==> config.mk <==
export PLATFORM = sky130hd
export DESIGN_NAME = dag_circ_seq
export DESIGN_NICKNAME = d
export VERILOG_FILES = /design/src/rtl/dag_pkg.sv /design/src/rtl/dag_rr_arb.sv /design/src/rtl/dag_circ_seq.sv
export SDC_FILE = /design/constraint.sdc
export NUM_CORES = 1
export LEC_CHECK = 0
export CAP_MARGIN = 20
export CELL_PAD_IN_SITES_DETAIL_PLACEMENT = 1
export CELL_PAD_IN_SITES_GLOBAL_PLACEMENT = 2
export CORE_UTILIZATION = 28
export CTS_CLUSTER_DIAMETER = 50
export DETAILED_ROUTE_END_ITERATION = 6
export PLACE_DENSITY = 0.84
export SLEW_MARGIN = 5
export SYNTH_ARGS = -nofsm -noshare
export SYNTH_HDL_FRONTEND = slang
export SYNTH_HIERARCHICAL = 1
export SYNTH_SLANG_ARGS = --single-unit
==> constraint.sdc <==
create_clock -name clk -period 7.8 [get_ports clk]
set_clock_uncertainty 0.2 [all_clocks]
set_input_delay 1.56 -clock clk [delete_from_list [all_inputs] [get_ports clk]]
set_output_delay 1.56 -clock clk [all_outputs]
set_load 0.02 [all_outputs]
==> src/rtl/dag_pkg.sv <==
// ---------------------------------------------------------------------------
// dag_pkg
//   Shared definitions for the DAG post-modify address sequencer: the default
//   index width and the one-pass-per-state FSM encoding.
//   Revision: 1.0
// ---------------------------------------------------------------------------
`default_nettype none

package dag_pkg;

  // Index/address width; the shared adder is one bit wider (CLA15_0).
  localparam int DAG_ADDR_W = 14;

  // One adder pass per non-IDLE state.
  typedef enum logic [2:0] {
    ST_IDLE = 3'd0,
    ST_LIN  = 3'd1,
    ST_SUBB = 3'd2,
    ST_ADDM = 3'd3,
    ST_WRAP = 3'd4,
    ST_ADDB = 3'd5
  } dag_state_t;

endpackage

`default_nettype wire

==> src/rtl/dag_rr_arb.sv <==
// ---------------------------------------------------------------------------
// dag_rr_arb
//   Round-robin arbiter. The search starts at the pointer and skips masked
//   requesters. Outputs a one-hot grant, its index and a valid flag.
//   Revision: 1.0
// ---------------------------------------------------------------------------
`default_nettype none

module dag_rr_arb #(
  parameter int N_REQ = 2,
  parameter int IDX_W = 1
) (
  input  logic [N_REQ-1:0] req,
  input  logic [N_REQ-1:0] mask,
  input  logic [IDX_W-1:0] ptr,
  output logic [N_REQ-1:0] grant,
  output logic [IDX_W-1:0] grant_idx,
  output logic             valid
);

  logic [N_REQ-1:0]   eligible;
  logic [2*N_REQ-1:0] rotated;
  logic [IDX_W:0]     cand;

  // Rotate eligible requests so that bit 0 is the pointer slot, then take the first set bit.
  always_comb begin
    eligible  = req & ~mask;
    rotated   = {eligible, eligible} >> ptr;
    grant     = '0;
    grant_idx = '0;
    valid     = 1'b0;
    cand      = '0;
    for (int k = 0; k < N_REQ; k++) begin
      if (!valid && rotated[k]) begin
        valid = 1'b1;
        cand  = {1'b0, ptr} + (IDX_W+1)'(k);
        if (cand >= (IDX_W+1)'(N_REQ)) begin
          cand = cand - (IDX_W+1)'(N_REQ);
        end
        grant_idx = cand[IDX_W-1:0];
      end
    end
    if (valid) begin
      grant = N_REQ'(1) << grant_idx;
    end
  end

endmodule

`default_nettype wire

==> src/rtl/dag_circ_seq.sv <==
// ---------------------------------------------------------------------------
// dag_circ_seq
//   Post-modify address sequencer. N_REQ index-register ports share one
//   external ADDR_W+1 bit adder. Linear updates take one adder pass. Circular
//   updates take four: offset = I-B, offset+M, a single wrap correction by L,
//   then +B. The updated index is returned with a one-cycle ACK pulse.
//   Revision: 1.0
// ---------------------------------------------------------------------------
`default_nettype none

module dag_circ_seq
  import dag_pkg::*;
#(
  parameter int ADDR_W = DAG_ADDR_W,
  parameter int N_REQ  = 2
) (
  input  logic                    clk,
  input  logic                    rst,
  input  logic [N_REQ-1:0]        req,
  input  logic [N_REQ*ADDR_W-1:0] i_in,
  input  logic [N_REQ*ADDR_W-1:0] m_in,
  input  logic [N_REQ*ADDR_W-1:0] l_in,
  input  logic [N_REQ*ADDR_W-1:0] b_in,
  output logic [ADDR_W:0]         add_a,
  output logic [ADDR_W:0]         add_b,
  output logic                    add_cin,
  input  logic [ADDR_W:0]         add_sum,
  output logic [N_REQ-1:0]        ack,
  output logic [ADDR_W-1:0]       res,
  output logic                    busy
);

  localparam int IDX_W = (N_REQ > 1) ? $clog2(N_REQ) : 1;

  dag_state_t        state;
  dag_state_t        state_nxt;
  logic [IDX_W-1:0]  rr_ptr;
  logic [N_REQ-1:0]  owner;

  // Latched operands, sign-extended to the adder width.
  logic [ADDR_W:0]   op_i;
  logic [ADDR_W:0]   op_m;
  logic [ADDR_W:0]   op_l;
  logic [ADDR_W:0]   op_b;
  logic [ADDR_W:0]   t_reg;

  logic [N_REQ-1:0]  grant;
  logic [IDX_W-1:0]  grant_idx;
  logic              grant_valid;
  logic              arb_valid;

  logic [ADDR_W-1:0] sel_i;
  logic [ADDR_W-1:0] sel_m;
  logic [ADDR_W-1:0] sel_l;
  logic [ADDR_W-1:0] sel_b;

  // The requester acked this cycle is masked, so its stale REQ is not regranted.
  dag_rr_arb #(
    .N_REQ (N_REQ),
    .IDX_W (IDX_W)
  ) u_arb (
    .req       (req),
    .mask      (ack),
    .ptr       (rr_ptr),
    .grant     (grant),
    .grant_idx (grant_idx),
    .valid     (arb_valid)
  );

  assign grant_valid = arb_valid && (state == ST_IDLE);
  assign busy        = (state != ST_IDLE);

  // Select the granted requester's operand slots.
  always_comb begin
    sel_i = '0;
    sel_m = '0;
    sel_l = '0;
    sel_b = '0;
    for (int n = 0; n < N_REQ; n++) begin
      if (grant[n]) begin
        sel_i = i_in[n*ADDR_W +: ADDR_W];
        sel_m = m_in[n*ADDR_W +: ADDR_W];
        sel_l = l_in[n*ADDR_W +: ADDR_W];
        sel_b = b_in[n*ADDR_W +: ADDR_W];
      end
    end
  end

  // Next state and adder operands. Operands are zero in IDLE so the shared adder stays quiet.
  always_comb begin
    state_nxt = state;
    add_a     = '0;
    add_b     = '0;
    add_cin   = 1'b0;
    case (state)
      ST_IDLE: begin
        if (grant_valid) begin
          state_nxt = (sel_l == '0) ? ST_LIN : ST_SUBB;
        end
      end
      ST_LIN: begin
        add_a     = op_i;
        add_b     = op_m;
        state_nxt = ST_IDLE;
      end
      ST_SUBB: begin
        add_a     = op_i;
        add_b     = ~op_b;
        add_cin   = 1'b1;
        state_nxt = ST_ADDM;
      end
      ST_ADDM: begin
        add_a     = t_reg;
        add_b     = op_m;
        state_nxt = ST_WRAP;
      end
      ST_WRAP: begin
        add_a = t_reg;
        if (!op_m[ADDR_W]) begin
          add_b   = ~op_l;
          add_cin = 1'b1;
        end else begin
          add_b   = op_l;
        end
        state_nxt = ST_ADDB;
      end
      ST_ADDB: begin
        add_a     = t_reg;
        add_b     = op_b;
        state_nxt = ST_IDLE;
      end
      default: state_nxt = ST_IDLE;
    endcase
  end

  // State register.
  always_ff @(posedge clk or posedge rst) begin
    if (rst) begin
      state <= ST_IDLE;
    end else begin
      state <= state_nxt;
    end
  end

  // Grant handling: latch operands, record owner and advance the round-robin pointer.
  always_ff @(posedge clk or posedge rst) begin
    if (rst) begin
      rr_ptr <= '0;
      owner  <= '0;
      op_i   <= '0;
      op_m   <= '0;
      op_l   <= '0;
      op_b   <= '0;
    end else if (grant_valid) begin
      rr_ptr <= (grant_idx == IDX_W'(N_REQ-1)) ? '0 : grant_idx + 1'b1;
      owner  <= grant;
      op_i   <= {sel_i[ADDR_W-1], sel_i};
      op_m   <= {sel_m[ADDR_W-1], sel_m};
      op_l   <= {sel_l[ADDR_W-1], sel_l};
      op_b   <= {sel_b[ADDR_W-1], sel_b};
    end
  end

  // Capture each pass result. The wrap pass keeps the corrected sum only when a wrap occurred.
  always_ff @(posedge clk or posedge rst) begin
    if (rst) begin
      t_reg <= '0;
    end else begin
      case (state)
        ST_SUBB, ST_ADDM: t_reg <= add_sum;
        ST_WRAP: begin
          if (!op_m[ADDR_W]) begin
            if (!add_sum[ADDR_W]) t_reg <= add_sum;
          end else begin
            if (t_reg[ADDR_W]) t_reg <= add_sum;
          end
        end
        default: t_reg <= t_reg;
      endcase
    end
  end

  // Result and one-cycle ACK on the final pass.
  always_ff @(posedge clk or posedge rst) begin
    if (rst) begin
      res <= '0;
      ack <= '0;
    end else begin
      ack <= '0;
      if (state == ST_LIN || state == ST_ADDB) begin
        res <= add_sum[ADDR_W-1:0];
        ack <= owner;
      end
    end
  end

endmodule

`default_nettype wire

==> flow_metrics.tcl, run 1 <==
# yosys + openroad results
set metrics [dict create \
    status "finished clean" \
    globalRouteTotalUtil 0.195 \
    yosysMostFrequentCell "nor2_1" \
    warnings 26 \
    finalCritPeriodShare 0.647 \
    slowest_stage "dfrtp_1" \
    path_class "reg -> out" \
    root_buffer "clkbuf_16" \
    tightest_slew_ps 875 \
    setup_ws_ps 2750 \
    fin_crit_ps 5050 \
    busiest_layer "met2" \
    inv_count 7 \
    worstSetupStartpoint "state[2]$_DFFE_PP0P_" \
    nClkBuffers 10 \
    powerClk_w 0.000504 \
    use_met3 0.0311 \
    end_kind "output port" \
    mostFrequentLayoutCells "178 x clkdlybuf4s50_1, 129 x nor2_1, 93 x dfrtp_1, 55 x a221oi_1, 54 x nand2_1" \
    signal_buffers 186 \
    synthArstFlopShare 1.00 \
    lay_top_count "clkdlybuf4s50_1" \
    post_cts_buffers 0 \
    seq_share 0.320 \
    met2_length_um 8480 \
    required_ps 6040 \
    crit_buf_inv 1 \
    leakage_nw 2.88 \
    hold_buffers 0 \
    clockBufferDepth 2 \
    holdCritPathClass "reg -> reg" \
    utilization 0.419 \
    comb_power_share 0.552 \
    edf_count 0 \
    cts_buffers 9 \
    grt_setup_unrepaired "no" \
    fin_setup_tns_ps 0 \
    maxSlewHeadroom 0.416 \
    arrival_ps 3290 \
]
==> run 1: worst max path at each step <==
stage	to	cells past startpoint	slack, ps
finish	add_b[13]	4	2750
global route	add_b[14]	4	2550
CTS	add_b[13]	4	2710
detailed placement	state[0]$_DFFE_PP0P_	7	2950
global placement	add_b[12]	4	3000
floorplan	ack[0]$_DFF_PP0_	1	3620
==> run 1: kinds of logic after synthesis <==
| logic type | Yosys count | share of synthesized area |
|---|---|---|
| buffers and inverters | 61 | 0.0550 |
| XOR/XNOR | 14 | 0.0246 |
| AND-OR/OR-AND | 162 | 0.233 |
| AND/OR/NAND/NOR | 211 | 0.174 |
| flip-flops | 93 | 0.467 |
| multiplexers | 20 | 0.0450 |
Run 1, power grid:
Scale: 3 px per µm. Pins as bars on the die edge.
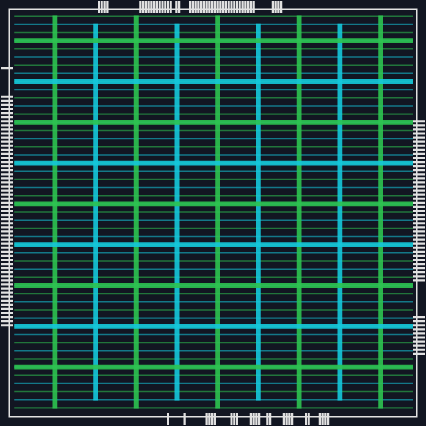
[VSS] green
[VDD] cyan
signal pins: 179
met4 straps: 9
met5 straps: 9
Worst VDD drop: 0.211 mV
Die Span X: 135 µm
Die Span Y: 135 µm

Run 1, placed cells, one color a class:
Scale: 2 px per µm. Fill, decap, tap and diode cells in gray.
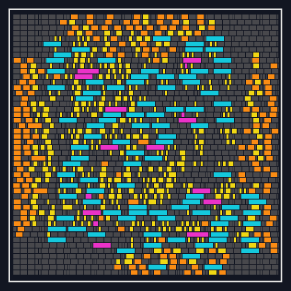
[clock drivers and dummy loads] magenta | cells: 16
[other buffers and delay cells] orange | cells: 186
[flip-flops] cyan | cells: 93
[all other logic] yellow | cells: 414

Run 1, routed clock nets over the placement:
Scale: 4 px per µm.
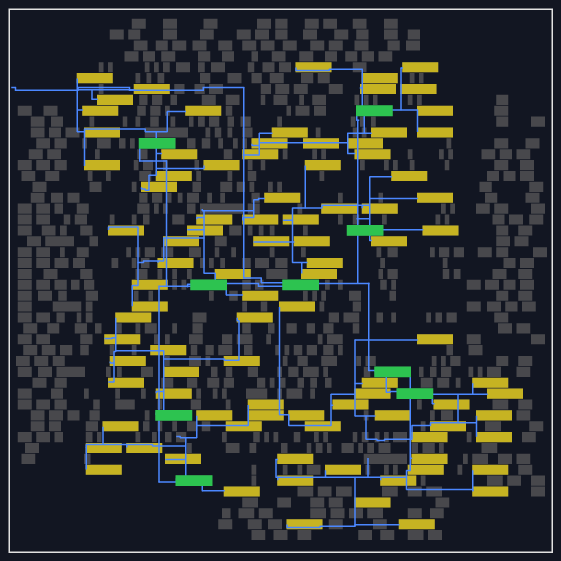
[clock wires] blue | length: 1,290 µm
[cells driving clock nets] green | count: 9
[flip-flops] yellow | count: 93
routed clock nets: 10
clock power share: 0.151
clock latency on the worst-skew pair: 340 ps

Run 1, routed metal, one color a layer:
Scale: 3 px per µm. Two of the layers only.
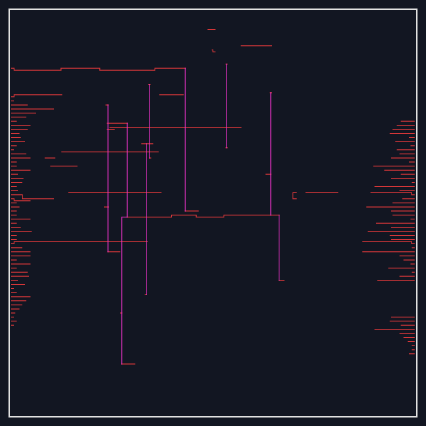
[met3] red | wire length: 908 µm
[met4] magenta | wire length: 344 µm

Run 1, placed standard cells:
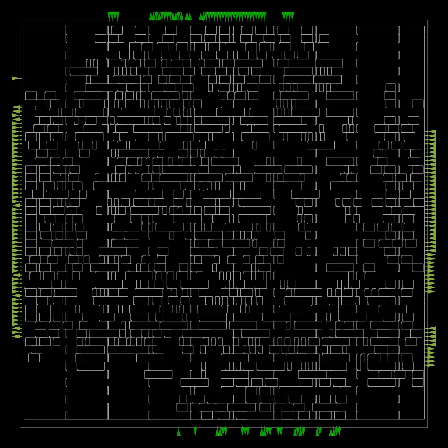

==> run 1 -> run 2 <==
--- a/config.mk
+++ b/config.mk
@@ -8,10 +8,10 @@
 export CAP_MARGIN = 20
 export CELL_PAD_IN_SITES_DETAIL_PLACEMENT = 1
 export CELL_PAD_IN_SITES_GLOBAL_PLACEMENT = 2
-export CORE_UTILIZATION = 28
+export CORE_UTILIZATION = 23
 export CTS_CLUSTER_DIAMETER = 50
 export DETAILED_ROUTE_END_ITERATION = 6
-export PLACE_DENSITY = 0.84
+export PLACE_DENSITY = 0.74
 export SLEW_MARGIN = 5
 export SYNTH_ARGS = -nofsm -noshare
 export SYNTH_HDL_FRONTEND = slang
==> constraint.sdc (replaced) <==
create_clock -name clk -period 4.1 [get_ports clk]
set_clock_uncertainty 0.2 [all_clocks]
set_input_delay 0.82 -clock clk [delete_from_list [all_inputs] [get_ports clk]]
set_output_delay 0.82 -clock clk [all_outputs]
set_load 0.02 [all_outputs]
Run 2, placed standard cells:
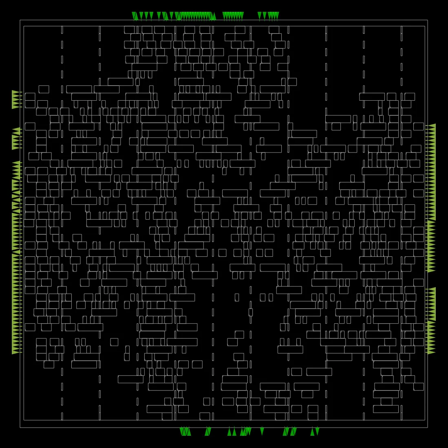
Flops: 93
final cell count without fillers: 992
Fill cells: 2,420

==> run 2 against run 1 <==
Core utilization down 7.1 points. Sequential cell count unchanged. Highest routed layer unchanged. Synthesized area is the same. Largest power group unchanged.
==> flow_metrics.tcl, run 2 <==
# yosys + openroad results
set metrics [dict create \
    busiest_layer "met2" \
    edf_count 0 \
    clock_power_share 0.147 \
    powerClk_w 0.000925 \
    grt_setup_unrepaired "no" \
    root_buffer "clkbuf_16" \
    seq_share 0.317 \
    fin_setup_tns_ps 0 \
    leakage_nw 2.90 \
    comb_power_share 0.560 \
    path_class "reg -> out" \
    status "finished clean" \
    lay_top_count "clkdlybuf4s50_1" \
    hold_buffers 0 \
    yosys.area_share.adder 0 \
    finalCritPeriodShare 0.923 \
    synth.comb.largest_family "AND-OR/OR-AND gates" \
    ys_sh_mux 0.0450 \
    clock_latency_ps 350 \
    end_kind "output port" \
    mostFrequentLayoutCells "178 x clkdlybuf4s50_1, 129 x nor2_1, 93 x dfrtp_1, 55 x a221oi_1, 54 x nand2_1" \
    peakVddDrop_mv 0.339 \
    slowest_stage "clkdlybuf4s50_1" \
    simple_gate_share 0.174 \
    warnings 26 \
    fp.dieW_um 149 \
    ys_sh_xor 0.0246 \
]
## run 2: worst max path at each step
stage | end | slack, ps | cells after the start
6_report | add_b[13] | 320 | 4
2_1_floorplan | ack[0]$_DFF_PP0_ | 660 | 1
4_1_cts | add_b[13] | 280 | 4
3_3_place_gp | state[0]$_DFFE_PP0P_ | 390 | 7
3_5_place_dp | add_b[13] | 680 | 4
5_1_grt | add_b[13] | 210 | 4
## run 2: cells by family after synthesis
kind of cell              Yosys count
and+or+nand+nor                   211
AOI/OAI and AO/OA                 162
DFF                                93
buffers and inverters              61
muxes                              20
xor gates and xnor gates           14
## run 2: worst max-delay path: cells and delay by family, from the launching register on
kind / cells / cell delay, ps
buf+inv: 1 / 690
simple gates: 1 / 500
flops: 1 / 560
compound gates: 2 / 660
Run 2, routed clock nets over the placement:
Scale: 4 px per µm.
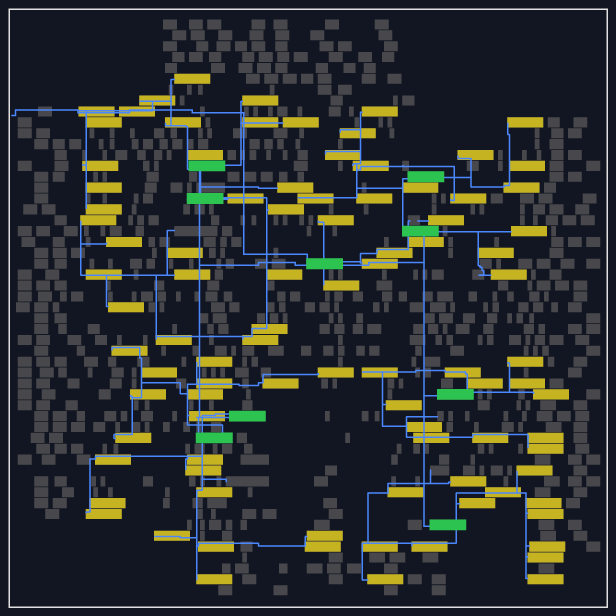

==> run 2 -> run 3 <==
--- a/config.mk
+++ b/config.mk
@@ -5,10 +5,11 @@
 export SDC_FILE = /design/constraint.sdc
 export NUM_CORES = 1
 export LEC_CHECK = 0
+export ABC_AREA = 1
 export CAP_MARGIN = 20
 export CELL_PAD_IN_SITES_DETAIL_PLACEMENT = 1
 export CELL_PAD_IN_SITES_GLOBAL_PLACEMENT = 2
-export CORE_UTILIZATION = 23
+export CORE_UTILIZATION = 22
 export CTS_CLUSTER_DIAMETER = 50
 export DETAILED_ROUTE_END_ITERATION = 6
 export PLACE_DENSITY = 0.74
Run 3, routed clock nets over the placement:
Scale: 4 px per µm.
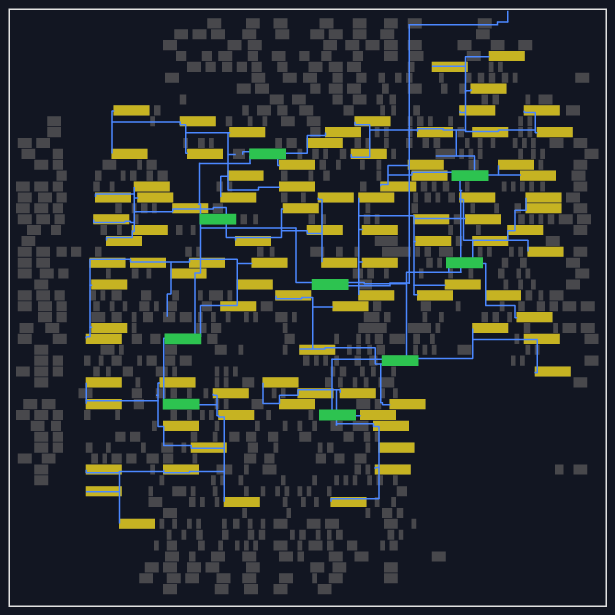
[cells driving clock nets] green | count: 9
[clock wires] blue | length: 1,390 µm
[flip-flops] yellow | count: 93
routed clock nets: 10

==> run 3 against run 2 <==
Setup slack worse by 33 ps. First-iteration DRC count grew 3.4%. Via count shrank 4.0%. Critical path type unchanged. Highest routed layer unchanged. Die area down 0.36%. Sequential share of layout area grew 1.1 points. Sequential power is 5% lower.
==> flow_metrics.tcl, run 3 <==
# yosys + openroad results
set metrics [dict create \
    nFillCells 2477 \
    clkCellAreaFrac 0.0411 \
    warnings 26 \
    post_cts_buffers 0 \
    die_h_um 149 \
    floorplan.core_area_mm2 0.0211 \
    globalRouteTotalUtil 0.161 \
    met2_length_um 8920 \
    mostFrequentLayoutCells "192 x nand2_1, 178 x clkdlybuf4s50_1, 93 x dfrtp_1, 56 x a22oi_1, 44 x o21ai_1" \
    synth.comb.largest_family "AND-OR/OR-AND gates" \
    hold_buffers 0 \
    simple_gate_share 0.209 \
    synthArstFlopShare 1.00 \
    path_class "reg -> out" \
    grt_setup_unrepaired "no" \
    lay_top_count "nand2_1" \
    edf_count 0 \
    maxSlewHeadroom 0.344 \
    peakVddDrop_mv 0.400 \
    status "finished clean" \
    yosys.area_share.adder 0 \
    num_rows 53 \
    clockBufferDepth 2 \
    required_ps 3080 \
    gp_congestion 0.808 \
    utilization 0.336 \
    fin_crit_ps 3820 \
    fin_setup_tns_ps 0 \
    flops 93 \
    use_met3 0.0281 \
    tightest_slew_ps 983 \
    seq_share 0.328 \
    yosysMostFrequentCell "nand2_1" \
    busiest_layer "met2" \
    synthAoiAreaFrac 0.210 \
    nClkBuffers 10 \
    ys_sh_xor 0.0258 \
    clock_latency_ps 350 \
    cts_buffers 9 \
    ys_sh_mux 0 \
    finalCritPeriodShare 0.931 \
    signal_buffers 186 \
    holdCritPathClass "reg -> reg" \
    end_kind "output port" \
    worstSetupStartpoint "state[0]$_DFFE_PP0P_" \
    fp.dieW_um 149 \
]
[run 3: how the worst max path moves through the flow]
stage / end / slack, ps
finish: add_b[13] / 280
global placement: add_b[13] / 520
CTS: add_a[10] / 70
global route: add_b[11] / 50
detailed placement: add_a[10] / 460
floorplan: ack[0]$_DFF_PP0_ / 660
[run 3: power breakdown]
| group | internal (W) | switching (W) | total (W) |
|---|---|---|---|
| combinational | 0.00121 | 0.00169 | 0.00290 |
| clock | 0.000438 | 0.000395 | 0.000833 |
| sequential | 0.00137 | 0.000376 | 0.00175 |
[run 3: worst max-delay path, cell delays in order (launching register included)]
cell and delay, ps:
dfrtp_1 420, inv_2 100, nor2_4 310, inv_2 280
o22ai_4 410, nand2_1 90, o211ai_1 180, clkdlybuf4s50_1 660
Power figures rest on the tool's default switching activity, not on a simulated workload.
